### A small window of the routed layout, run 1

Window x 26 to 76, y 46 to 96 um. Cells in grey, sequential cells in the stronger grey; small squares are vias.
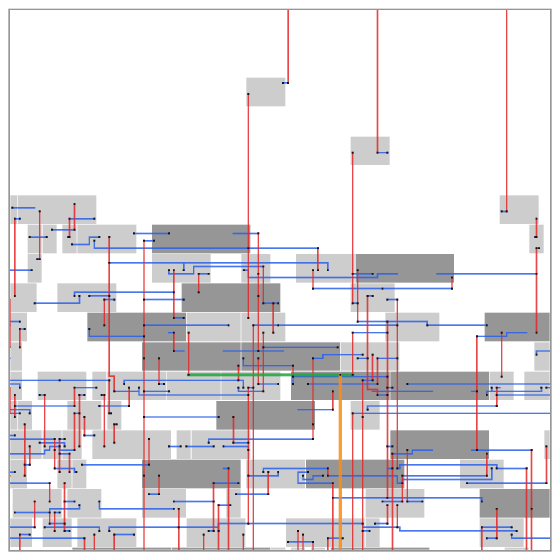
### Wiring heat map, run 1

Scale: 4 px per um. The die is cut into 20 by 20 equal tiles; dark purple is low, yellow is high, scaled to the fullest tile. Values are wire area over tile area, all layers added.
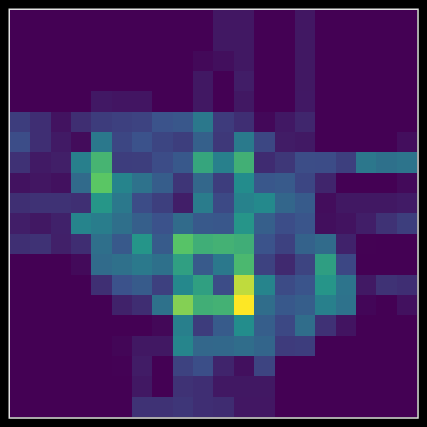
### Cell outlines without signal wires, run 1

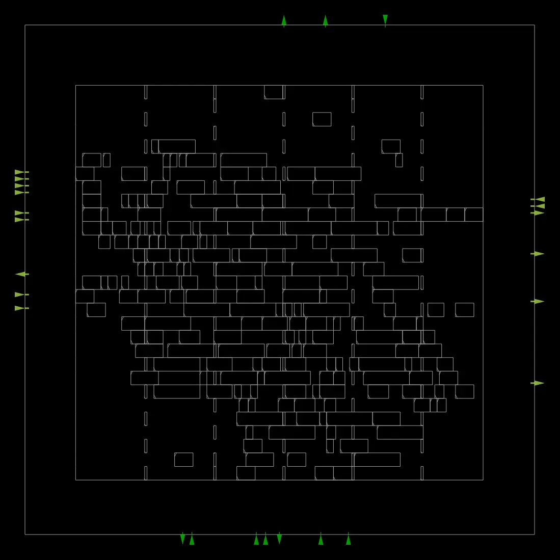
## config.mk

```make
export PLATFORM = sky130hd
export DESIGN_NAME = addsub_lookahead_pipe
export DESIGN_NICKNAME = d
export VERILOG_FILES = /design/src/rtl/addsub_la_pkg.sv /design/src/rtl/addsub_lookahead_pipe_cla.sv /design/src/rtl/addsub_lookahead_pipe.sv
export SDC_FILE = /design/constraint.sdc
export NUM_CORES = 1
export LEC_CHECK = 0
export CAP_MARGIN = 5
export CORE_MARGIN = 10
export CORE_UTILIZATION = 30
export CTS_CLUSTER_SIZE = 8
export DETAILED_ROUTE_END_ITERATION = 8
export REMOVE_ABC_BUFFERS = 1
export SETUP_SLACK_MARGIN = 0.05
export SYNTH_ARGS = -nofsm -noshare
export SYNTH_HDL_FRONTEND = slang
export SYNTH_HIERARCHICAL = 1
export SYNTH_SLANG_ARGS = --single-unit
```

## constraint.sdc

```tcl
create_clock -name clk -period 4.2 [get_ports clk]
set_clock_uncertainty 0.1 [all_clocks]
set_input_delay 0.42 -clock clk [delete_from_list [all_inputs] [get_ports clk]]
set_output_delay 0.42 -clock clk [all_outputs]
set_load 0.05 [all_outputs]
```

## src/rtl/addsub_la_pkg.sv

```systemverilog
// addsub_la_pkg: operation codes and chunk geometry
// shared by the lookahead add/sub pipeline.
package addsub_la_pkg;

  typedef enum logic [1:0] {
    OP_ADD     = 2'd0,
    OP_SUB     = 2'd1,
    OP_RSUB    = 2'd2,
    OP_ABSDIFF = 2'd3
  } op_e;

  // Nominal chunk width: ceil(size / stages).
  function automatic int chunk_w(
    input int size,
    input int stages
  );
    return (size + stages - 1) / stages;
  endfunction

  // Width of chunk k; the last chunk takes the remainder.
  function automatic int stage_w(
    input int size,
    input int stages,
    input int k
  );
    if (k == stages - 1)
      return size - (stages - 1) * chunk_w(size, stages);
    return chunk_w(size, stages);
  endfunction

endpackage

```

## src/rtl/addsub_lookahead_pipe_cla.sv

```systemverilog
// look_ahead_adder_n_bit: flat carry-lookahead adder,
// every carry built directly from generate/propagate terms.
module look_ahead_adder_n_bit #(
  parameter int SIZE = 4
) (
  input  logic [SIZE-1:0] i_a,
  input  logic [SIZE-1:0] i_b,
  input  logic            i_cin,
  output logic [SIZE-1:0] o_sum,
  output logic            o_cout
);

  logic [SIZE-1:0] w_g;
  logic [SIZE-1:0] w_p;
  logic [SIZE:0]   w_c;

  assign w_g = i_a & i_b;
  assign w_p = i_a ^ i_b;
  assign w_c[0] = i_cin;

  // c[i+1] = OR_j (g[j] & p[j+1..i]) | (cin & p[0..i])
  for (genvar i = 0; i < SIZE; i++) begin : g_c
    logic [i:0] w_t;
    for (genvar j = 0; j <= i; j++) begin : g_t
      if (j == i) begin : g_own
        assign w_t[j] = w_g[j];
      end else begin : g_prop
        assign w_t[j] = w_g[j] & (&w_p[i:j+1]);
      end
    end
    assign w_c[i+1] = (|w_t) | (i_cin & (&w_p[i:0]));
  end

  assign o_sum  = w_p ^ w_c[SIZE-1:0];
  assign o_cout = w_c[SIZE];

endmodule

```

## src/rtl/addsub_lookahead_pipe.sv

```systemverilog
// addsub_lookahead_pipe: chunked lookahead add/sub/rsub/absdiff pipe.
// Define ADDSUB_LA_SAT_EN for unsigned saturation of ADD/SUB/RSUB.
module addsub_lookahead_pipe
  import addsub_la_pkg::*;
#(
  parameter int SIZE   = 5,
  parameter int STAGES = 2
) (
  input  logic            clk,
  input  logic            rst,
  input  logic            in_valid,
  output logic            in_ready,
  input  logic [SIZE-1:0] in_a,
  input  logic [SIZE-1:0] in_b,
  input  logic [1:0]      in_op,
  output logic            out_valid,
  input  logic            out_ready,
  output logic [SIZE-1:0] out_result,
  output logic            out_carry,
  output logic            out_ovf
);

  localparam int CHUNK = chunk_w(SIZE, STAGES);
  localparam int LAST  = SIZE - (STAGES - 1) * CHUNK;
  localparam int L     = STAGES - 1;

  if (SIZE < 2 || STAGES < 1 || STAGES > SIZE
      || LAST < 1) begin : g_bad_cfg
    $error("addsub_lookahead_pipe: illegal SIZE/STAGES");
  end

  logic            w_adv;

  // Stage inputs (from ports or the previous stage).
  logic            w_vld_i [STAGES];
  op_e             w_op_i  [STAGES];
  logic [SIZE-1:0] w_a_i   [STAGES];
  logic [SIZE-1:0] w_b_i   [STAGES];
  logic [SIZE-1:0] w_r1_i  [STAGES];
  logic [SIZE-1:0] w_r2_i  [STAGES];
  logic            w_c1_i  [STAGES];
  logic            w_c2_i  [STAGES];

  // Registered stage contents.
  logic            w_q_vld [STAGES];
  op_e             w_q_op  [STAGES];
  logic [SIZE-1:0] w_q_a   [STAGES];
  logic [SIZE-1:0] w_q_b   [STAGES];
  logic [SIZE-1:0] w_q_r1  [STAGES];
  logic [SIZE-1:0] w_q_r2  [STAGES];
  logic            w_q_c1  [STAGES];
  logic            w_q_c2  [STAGES];

  // Global stall: everything moves or nothing does.
  assign out_valid = w_q_vld[L];
  assign w_adv     = out_ready | ~out_valid;
  assign in_ready  = w_adv;

  for (genvar k = 0; k < STAGES; k++) begin : g_st
    localparam int WR = stage_w(SIZE, STAGES, k);
    localparam int W  = (WR < 1) ? 1 : WR;
    localparam int O  = k * CHUNK;

    logic [W-1:0]    w_ac;
    logic [W-1:0]    w_bc;
    logic [W-1:0]    w_nac;
    logic [W-1:0]    w_x1;
    logic [W-1:0]    w_y1;
    logic [W-1:0]    w_s1;
    logic [W-1:0]    w_s2;
    logic            w_co1;
    logic            w_co2;
    logic [SIZE-1:0] w_m1;
    logic [SIZE-1:0] w_m2;

    logic            r_vld;
    op_e             r_op;
    logic [SIZE-1:0] r_a;
    logic [SIZE-1:0] r_b;
    logic [SIZE-1:0] r_r1;
    logic [SIZE-1:0] r_r2;
    logic            r_c1;
    logic            r_c2;

    if (k == 0) begin : g_head
      assign w_vld_i[k] = in_valid;
      assign w_op_i[k]  = op_e'(in_op);
      assign w_a_i[k]   = in_a;
      assign w_b_i[k]   = in_b;
      assign w_r1_i[k]  = '0;
      assign w_r2_i[k]  = '0;
      assign w_c1_i[k]  = (op_e'(in_op) != OP_ADD);
      assign w_c2_i[k]  = 1'b1;
    end else begin : g_link
      assign w_vld_i[k] = w_q_vld[k-1];
      assign w_op_i[k]  = w_q_op[k-1];
      assign w_a_i[k]   = w_q_a[k-1];
      assign w_b_i[k]   = w_q_b[k-1];
      assign w_r1_i[k]  = w_q_r1[k-1];
      assign w_r2_i[k]  = w_q_r2[k-1];
      assign w_c1_i[k]  = w_q_c1[k-1];
      assign w_c2_i[k]  = w_q_c2[k-1];
    end

    assign w_ac  = w_a_i[k][O +: W];
    assign w_bc  = w_b_i[k][O +: W];
    assign w_nac = ~w_ac;

    // Main chain operands: A+B, A+~B or B+~A.
    always_comb begin
      w_x1 = w_ac;
      w_y1 = ~w_bc;
      unique case (1'b1)
        (w_op_i[k] == OP_ADD): w_y1 = w_bc;
        (w_op_i[k] == OP_RSUB): begin
          w_x1 = w_bc;
          w_y1 = w_nac;
        end
        default: ;
      endcase
    end

    look_ahead_adder_n_bit #(
      .SIZE (W)
    ) u_la_main (
      .i_a    (w_x1),
      .i_b    (w_y1),
      .i_cin  (w_c1_i[k]),
      .o_sum  (w_s1),
      .o_cout (w_co1)
    );

    // Second chain always forms B-A for ABSDIFF.
    look_ahead_adder_n_bit #(
      .SIZE (W)
    ) u_la_rev (
      .i_a    (w_bc),
      .i_b    (w_nac),
      .i_cin  (w_c2_i[k]),
      .o_sum  (w_s2),
      .o_cout (w_co2)
    );

    // Splice this chunk into the partial results.
    always_comb begin
      w_m1 = w_r1_i[k];
      w_m2 = w_r2_i[k];
      w_m1[O +: W] = w_s1;
      w_m2[O +: W] = w_s2;
    end

    // Stage register; holds while the pipe is stalled.
    always_ff @(posedge clk or posedge rst) begin
      if (rst) begin
        r_vld <= 1'b0;
        r_op  <= OP_ADD;
        r_a   <= '0;
        r_b   <= '0;
        r_r1  <= '0;
        r_r2  <= '0;
        r_c1  <= 1'b0;
        r_c2  <= 1'b0;
      end else if (w_adv) begin
        r_vld <= w_vld_i[k];
        r_op  <= w_op_i[k];
        r_a   <= w_a_i[k];
        r_b   <= w_b_i[k];
        r_r1  <= w_m1;
        r_r2  <= w_m2;
        r_c1  <= w_co1;
        r_c2  <= w_co2;
      end
    end

    assign w_q_vld[k] = r_vld;
    assign w_q_op[k]  = r_op;
    assign w_q_a[k]   = r_a;
    assign w_q_b[k]   = r_b;
    assign w_q_r1[k]  = r_r1;
    assign w_q_r2[k]  = r_r2;
    assign w_q_c1[k]  = r_c1;
    assign w_q_c2[k]  = r_c2;
  end

  logic            w_am;
  logic            w_bm;
  logic            w_rm;
  logic [SIZE-1:0] w_res;
  logic            w_carry;
  logic            w_ovf;

  assign w_am = w_q_a[L][SIZE-1];
  assign w_bm = w_q_b[L][SIZE-1];
  assign w_rm = w_q_r1[L][SIZE-1];

  // Final select, flags and optional saturation.
  always_comb begin
    w_res   = w_q_r1[L];
    w_carry = ~w_q_c1[L];
    w_ovf   = 1'b0;
    unique case (1'b1)
      (w_q_op[L] == OP_ADD): begin
        w_carry = w_q_c1[L];
        w_ovf   = (w_am == w_bm) && (w_rm != w_am);
      end
      (w_q_op[L] == OP_SUB):
        w_ovf = (w_am != w_bm) && (w_rm != w_am);
      (w_q_op[L] == OP_RSUB):
        w_ovf = (w_am != w_bm) && (w_rm != w_bm);
      default:
        if (!w_q_c1[L]) w_res = w_q_r2[L];
    endcase
`ifdef ADDSUB_LA_SAT_EN
    if (w_q_op[L] == OP_ADD && w_q_c1[L])
      w_res = '1;
    if ((w_q_op[L] == OP_SUB || w_q_op[L] == OP_RSUB)
        && !w_q_c1[L])
      w_res = '0;
`endif
  end

  assign out_result = w_res;
  assign out_carry  = w_carry;
  assign out_ovf    = w_ovf;

endmodule
```

==> results.ini, run 1 <==
[clock_tree]
clock-sinks = 31
cts_inserted_buffers = 5
cts_root_buf = clkbuf_8
cts_tree = done
cts-htree-levels = 2

[setup_path]
cp_cell_sequence = ha_1, nor2b_1, mux2_2, clkdlybuf4s50_1
cpPeakStageDelay_ns = 0.71
r2r_cells = 6
worst_ep_arrival_time_ns = 2.44
critPathKind = reg2out

[sta]
finalSetupViolCount = 0
tns_ns = 0
hold_viol = 0
worstMarginPinSlew_ns = 1.01
slew_headroom = 0.323
fin_crit_sh = 0.705
clock.fmax_ghz = 0.338
rsz0062_at_grt = no
hold-worst-slack_ns = 0.363

[hold_path]
min_path_cells = 1
hold_start = g_st[0].r_vld
hp-class = reg2reg

[job]
warning_count = 29

[placement]
finalWeightedCongestion = 0.776
port_buffers = 24

[final_layout]
lay_top_count = dfrtp_1
insertedDiodeCount = 0
final_util = 0.374
syn2layout_area_growth_pct = 19.7

[logic_synthesis]
yosys_warnings = 6
synthCells = 173
avgSynthCellArea_sq_um = 11.6

[power_and_ir_drop]
power_density_nw_per_um2 = 529
ir_worst_vdd_uv = 216

[status]
status = finished, final reports clean

[floorplanning]
io_pins = 25
die_y_um = 102
dieArea_sq_um = 10400
initCoreUtil = 0.313

[detailed_routing]
ant_nets = 0
initialDrtViolationCount = 34
post_drt_wl_per_cell_um = 12.8
via_count = 1250

[grt]
grt_first_pass_wirelength_um = 5910
grt_max_degree = 36

## Picture notes: 'A small window of the routed layout'
| layer | colour |
|---|---|
| metal 4 | orange |
| metal 2 | red |
| metal 3 | green |
| metal 1 | blue |
most frequent: dfrtp_1 (14), mux2_4 (12), inv_1 (10)
sequential cells in the window: 14
netlist names of flops here include: `g_st.r_r1` (6), `g_st.r_r2` (5)
cells with their middle in the window: 67

## Picture notes: 'Wiring heat map'
emptiest ninth of the die: north-east
tiles over half the peak: 5.2%
densest ninth of the die: centre
mean over tiles: 0.054
nearly empty tiles: 44%

## Picture notes: 'Cell outlines without signal wires'
CORE AREA: 6420 sq um
Seq/total area: 0.323
fillers: 636

==> run 1: critical path, delay by kind of cell, from the launching register on <==
kind | cells | cell delay (ns)
adder cells (fa/ha/maj) | 1 | 0.16
buffers and inverters | 1 | 0.71
flip-flops | 1 | 0.39
multiplexers | 1 | 0.42
AND/OR/NAND/NOR | 1 | 0.49
==> run 1: power by group <==
part           switching (mW)  internal [mW]  total (mW)
logic                   0.288          0.278       0.566
registers              0.0646          0.384       0.449
clock network           0.108          0.149       0.257
==> run 1: cell type report <==
| class | instances | area [sq um] |
|---|---|---|
| Clock buffer | 8 | 100 |
| Fill cell | 636 | 4020 |
| Inverter | 24 | 90.1 |
| Multi-Input combinational cell | 114 | 1090 |
| Sequential cell | 31 | 776 |
| Tap cell | 77 | 96.3 |
| Timing Repair Buffer | 26 | 255 |
==> run 1: state kept, by name, indices dropped and copies added (netlist names) <==
name	flops
out_valid	1
g_st.r_op	4
g_st.r_vld	1
g_st.r_a	3
g_st.r_c2	1
g_st.r_r2	8
g_st.r_r1	8
g_st.r_b	3
g_st.r_c1	2
==> run 1: through the flow <==
step,total power [mW],setup WS [ns],cells,cell area [sq um]
2_1_floorplan,0.869,1.85,169,1950
3_3_place_gp,1.02,1.51,272,2300
3_5_place_dp,1.03,1.48,272,2300
4_1_cts,1.29,1.20,280,2400
5_1_grt,1.36,1.11,280,2400
6_report,1.27,1.24,280,2400
==> run 1: layer usage <==
layer | vias up | global-route usage | part of all wire
met1 | 593 | 0.0927 | 0.51
met5 | - | 0 | 0
li1 | 628 | - | -
met2 | 24 | 0.108 | 0.43
met4 | 0 | 0.0358 | 0.021
met3 | 5 | 0.0209 | 0.040
==> run 1: worst max path at each step <==
stage	from	to	slack, ns
after CTS	g_st[1].r_op[1]	out_result[2]	1.20
after global routing	g_st[1].r_op[1]	out_result[2]	1.11
after floorplan	g_st[1].r_op[1]	out_ovf	1.85
after detailed placement	in_op[1]	g_st[0].r_r1[1]	1.48
after global placement	g_st[1].r_op[1]	out_result[2]	1.51
final	g_st[1].r_op[1]	out_result[2]	1.24
### Sizing map, run 1

Scale: 3 px per um.
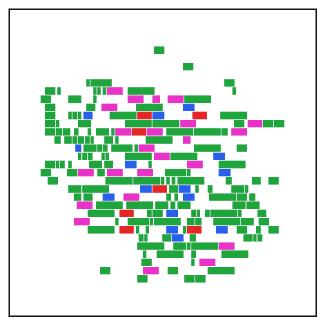

==> inputs of run 2 (changes only) <==
clock period = 2.94 ns   (was 4.2 ns; I/O delays follow)
### Sizing map, run 2

Scale: 3 px per um.
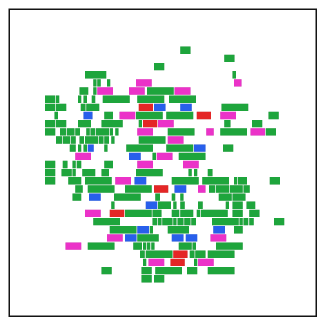
| size | colour | cells | share |
|---|---|---|---|
| _0 and _1 cells | green | 158 | 77% |
| _3 and _4 cells | magenta | 24 | 12% |
| _2 cells | blue | 15 | 7.4% |
| _6 and larger | red | 7 | 3.4% |

### A small window of the routed layout, run 2

Window x 26 to 76, y 46 to 96 um. Cells in grey, sequential cells in the stronger grey; small squares are vias.
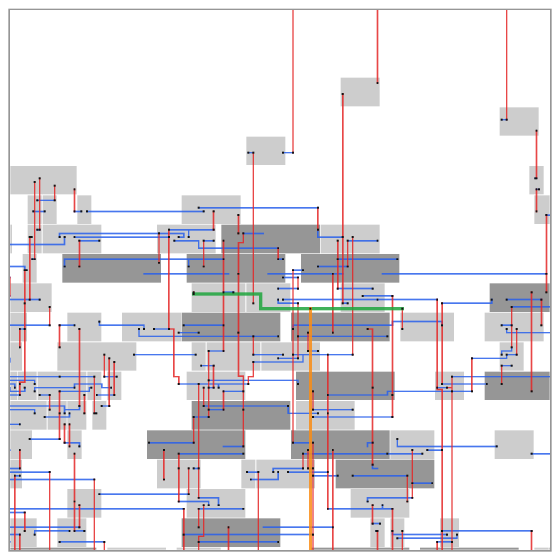
| layer | colour |
|---|---|
| metal 1 | blue |
| metal 3 | green |
| metal 4 | orange |
| metal 2 | red |
netlist names of flops here include: `g_st.r_r1` (7), `g_st.r_r2` (5)
most frequent: dfrtp_1 (14), mux2_4 (12), inv_1 (11)
cells with their middle in the window: 68
sequential cells in the window: 14

==> run 2 against run 1 <==
Final area rose by 0.31%. Synthesized cell count did not move. Sequential power rose by 43%. Worst setup slack lost 1.0 ns. Register-to-register slack got worse by 1.2 ns. Die size unchanged. Critical path depth grew 2. Core utilization is 0.12 points higher. Area after synthesis unchanged. Power grew 43%. Cell count up 0.36%. Critical path type unchanged. Largest power group unchanged. Highest routed layer unchanged.
==> results.ini, run 2 <==
[floorplanning]
initCoreUtil = 0.313  ; unchanged
dieArea_sq_um = 10400  ; unchanged
io_pins = 25  ; unchanged
die_y_um = 102  ; unchanged

[detailed_routing]
routed_wl_um = 3500
ant_nets = 0  ; unchanged
post_drt_wl_per_cell_um = 12.4  ; -2.5%
via_count = 1236  ; -1.1%
initialDrtViolationCount = 24  ; -29%

[logic_synthesis]
synth_area_sq_um = 2010
synthCells = 173  ; unchanged
yosys_warnings = 6  ; unchanged

[placement]
port_buffers = 24  ; unchanged
finalWeightedCongestion = 0.779  ; +0.37%

[setup_path]
worst_ep_arrival_time_ns = 2.31  ; -0.13 ns
r2r_cells = 6  ; unchanged
critPathKind = reg2out
r2r-start = g_st[0].r_op[0]

[power_and_ir_drop]
ir_worst_vdd_uv = 255  ; +18%
p_total_mw = 1.82  ; +43%
power_density_nw_per_um2 = 753  ; +42%

[grt]
grt_usage = 0.0724
grt_max_degree = 36  ; unchanged
grt_first_pass_wirelength_um = 5820  ; -1.4%

[clock_tree]
cts_tree = done
cts_inserted_buffers = 5  ; unchanged
clock-sinks = 31  ; unchanged
cts-htree-levels = 2  ; unchanged
cts_root_buf = clkbuf_8

[final_layout]
syn2layout_area_growth_pct = 20.1
lay_top_count = dfrtp_1
insertedDiodeCount = 0  ; unchanged
final_util = 0.375  ; +0.00117

[sta]
rsz0062_at_grt = no
tns_ns = 0  ; unchanged
worstMarginPinSlew_ns = 0.520  ; -0.495 ns
clock.fmax_ghz = 0.370
hold_viol = 0  ; unchanged
finalSetupViolCount = 0  ; unchanged
fin_crit_sh = 0.918

[hold_path]
hp-class = in2async

[status]
status = finished, final reports clean

run 2: cell types whose count changed in the layout (fill, tap and decap cells not counted), sizes merged:
| cell | previous run | this run |
|---|---|---|
| buf | 2 | 3 |
run 2: stage by stage:
stage | instance area (sq um) | hold slack [ns] | setup slack (ns) | cells
3_5_place_dp | 2310 | 0.357 | 0.338 | 273
4_1_cts | 2410 | 0.302 | 0.187 | 281
2_1_floorplan | 1950 | 0.298 | 0.721 | 169
6_report | 2410 | 0.285 | 0.240 | 281
5_1_grt | 2410 | 0.323 | 0.0827 | 281
3_3_place_gp | 2310 | 0.344 | 0.378 | 273
run 2: layout make-up:
cell class              instances  area (sq um)
well taps                      77          96.3
repair buffers                 27           263
clock buffers                   8           100
fillers                       625          4010
flip-flops and latches         31           776
inverters                      24          90.1
multi-input cells             114          1090
run 2: power breakdown:
group / total [mW] / internal [mW] / switching, mW
logic: 0.814 / 0.401 / 0.413
registers: 0.642 / 0.549 / 0.0928
clock network: 0.360 / 0.213 / 0.147
run 2: worst max-delay path: stages, from the launching register on:
cell             delay, ns
dfrtp_1               0.39
inv_1                 0.07
ha_1                  0.28
nor4bb_1              0.27
mux2i_1               0.10
o21ai_0               0.08
clkdlybuf4s50_1       0.82
run 2: worst max path at each step:
stage	to	startpoint	slack [ns]
final	out_ovf	g_st[1].r_op[1]	0.24
after global routing	out_ovf	g_st[1].r_op[1]	0.08
after CTS	out_ovf	g_st[1].r_op[1]	0.19
after detailed placement	g_st[0].r_c1	in_op[1]	0.34
after global placement	g_st[0].r_c1	in_op[1]	0.38
after floorplan	out_ovf	g_st[1].r_op[1]	0.72
run 2: layer usage:
| layer | track usage | vias to the layer above | share of wire |
|---|---|---|---|
| li1 | - | 633 | - |
| met1 | 0.0936 | 575 | 0.52 |
| met2 | 0.103 | 22 | 0.42 |
| met3 | 0.0216 | 6 | 0.039 |
| met4 | 0.0456 | 0 | 0.025 |
| met5 | 0 | - | 0 |
### Wiring heat map, run 2

Scale: 4 px per um. The die is cut into 20 by 20 equal tiles; dark purple is low, yellow is high, scaled to the fullest tile. Values are wire area over tile area, all layers added.
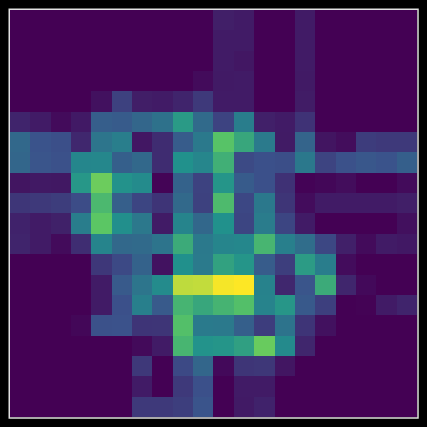

==> inputs of run 3 (changes only) <==
TNS_END_PERCENT = 30   (was not set)
clock period = 2.3 ns   (was 2.94 ns; I/O delays follow)
### Wiring heat map, run 3

Scale: 4 px per um. The die is cut into 20 by 20 equal tiles; dark purple is low, yellow is high, scaled to the fullest tile. Values are wire area over tile area, all layers added.
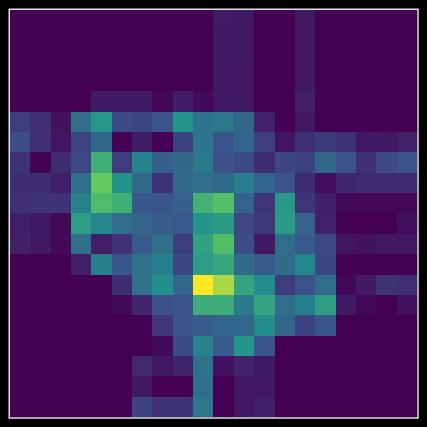
routed len/inst: 12.3 um
overall routing resource usage: 0.0742
via count: 1275
drt total wl: 3540 um

==> run 3 against run 2 <==
Cell count is 2.8% higher. Sequential share of layout area down 1.0 points. Die size stayed put. Critical endpoint unchanged. Highest routed layer unchanged. Wire length up 1.3%. Count of clock-buffer cells in the layout stayed put. Core utilization rose by 1.2 points.
==> results.ini, run 3 <==
[clock_tree]
clock-sinks = 31  ; unchanged
cts_inserted_buffers = 5  ; unchanged

[grt]
grt_first_pass_wirelength_um = 6120  ; +5.1%

[placement]
finalWeightedCongestion = 0.800  ; +2.7%
place_inst = 281  ; +2.9%
port_buffers = 24  ; unchanged

[final_layout]
syn2layout_area_growth_pct = 23.9
insertedDiodeCount = 0  ; unchanged
lay_top_count = dfrtp_1
final_util = 0.387  ; +0.0121

[power_and_ir_drop]
p_total_mw = 2.35  ; +29%
power_density_nw_per_um2 = 943  ; +25%

[logic_synthesis]
synth_area_sq_um = 2010  ; unchanged

[sta]
fin_crit_sh = 0.912
finalSetupViolCount = 0  ; unchanged
rsz0062_at_grt = no

[floorplanning]
initCoreUtil = 0.313  ; unchanged

[detailed_routing]
ant_nets = 0  ; unchanged

[hold_path]
hp-class = in2async

[status]
status = finished, final reports clean

### PDN straps and rails, run 3

Scale: 4 px per um. Pins as bars on the die edge.
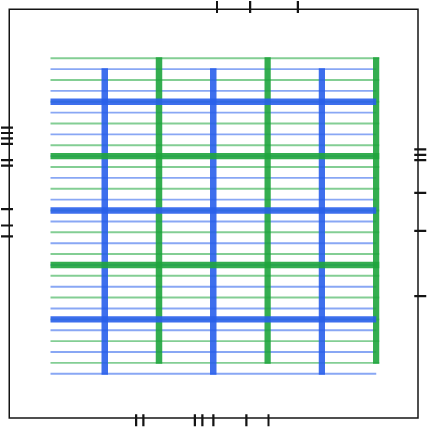
| net | colour |
|---|---|
| VSS | blue |
| VDD | green |
met5 straps: 5
met1 rails: 30
rows: 29
met4 straps: 6
Die W: 102 um
worst vdd ir: 326 uV
Die Height: 102 um

==> run 3: final cells by class <==
cell class / instances / area (sq um)
fill: 633 / 3930
tap: 77 / 96.3
inverter: 24 / 90.1
multi-input combinational: 114 / 1090
clock buffer: 8 / 100
sequential: 31 / 776
timing repair buffer: 35 / 340
==> run 3: per-layer routing <==
| metal | vias up | global-route usage | share of wire |
|---|---|---|---|
| met4 | 0 | 0.0456 | 0.023 |
| li1 | 649 | - | - |
| met1 | 596 | 0.0908 | 0.50 |
| met2 | 25 | 0.115 | 0.44 |
| met3 | 5 | 0.0196 | 0.035 |
| met5 | - | 0 | 0 |
==> run 3: critical path, delay by kind of cell (launching register included) <==
| kind | cells | cell delay (ns) |
|---|---|---|
| AND-OR/OR-AND | 1 | 0.15 |
| adder cells (fa/ha/maj) | 1 | 0.28 |
| buffers and inverters | 2 | 0.26 |
| flip-flops | 1 | 0.40 |
| multiplexers | 1 | 0.10 |
| AND/OR/NAND/NOR | 1 | 0.29 |
==> run 3: path summary, 6_finish.rpt <==
path | from | to | slack, ns | depth (start not counted)
worst max-delay path | g_st[1].r_op[1] | out_ovf | 0.20 | 6
worst min-delay path | rst | out_valid | 0.22 | 3
worst max register to register | g_st[0].r_op[1] | g_st[1].r_c1 | 0.33 | 6
worst min register to register | g_st[0].r_vld | out_valid | 0.37 | 1
max in group asynchronous | rst | g_st[0].r_op[0] | 1.59 | 3
min in group clk | g_st[0].r_vld | out_valid | 0.37 | 1
==> run 3: stage by stage <==
step | TNS [ns] | cell area [sq um]
4_1_cts | 0 | 2490
5_1_grt | 0 | 2490
3_5_place_dp | -0.207 | 2390
6_report | 0 | 2490
3_3_place_gp | -0.0182 | 2390
2_1_floorplan | 0 | 1950
==> run 3: power breakdown <==
group / leakage [nW] / switching, mW / internal (mW) / total, mW
sequential: 0.364 / 0.116 / 0.701 / 0.818
clock: 0.0515 / 0.190 / 0.273 / 0.463
combinational: 0.824 / 0.540 / 0.526 / 1.07
Power figures rest on the tool's default switching activity, not on a simulated workload.
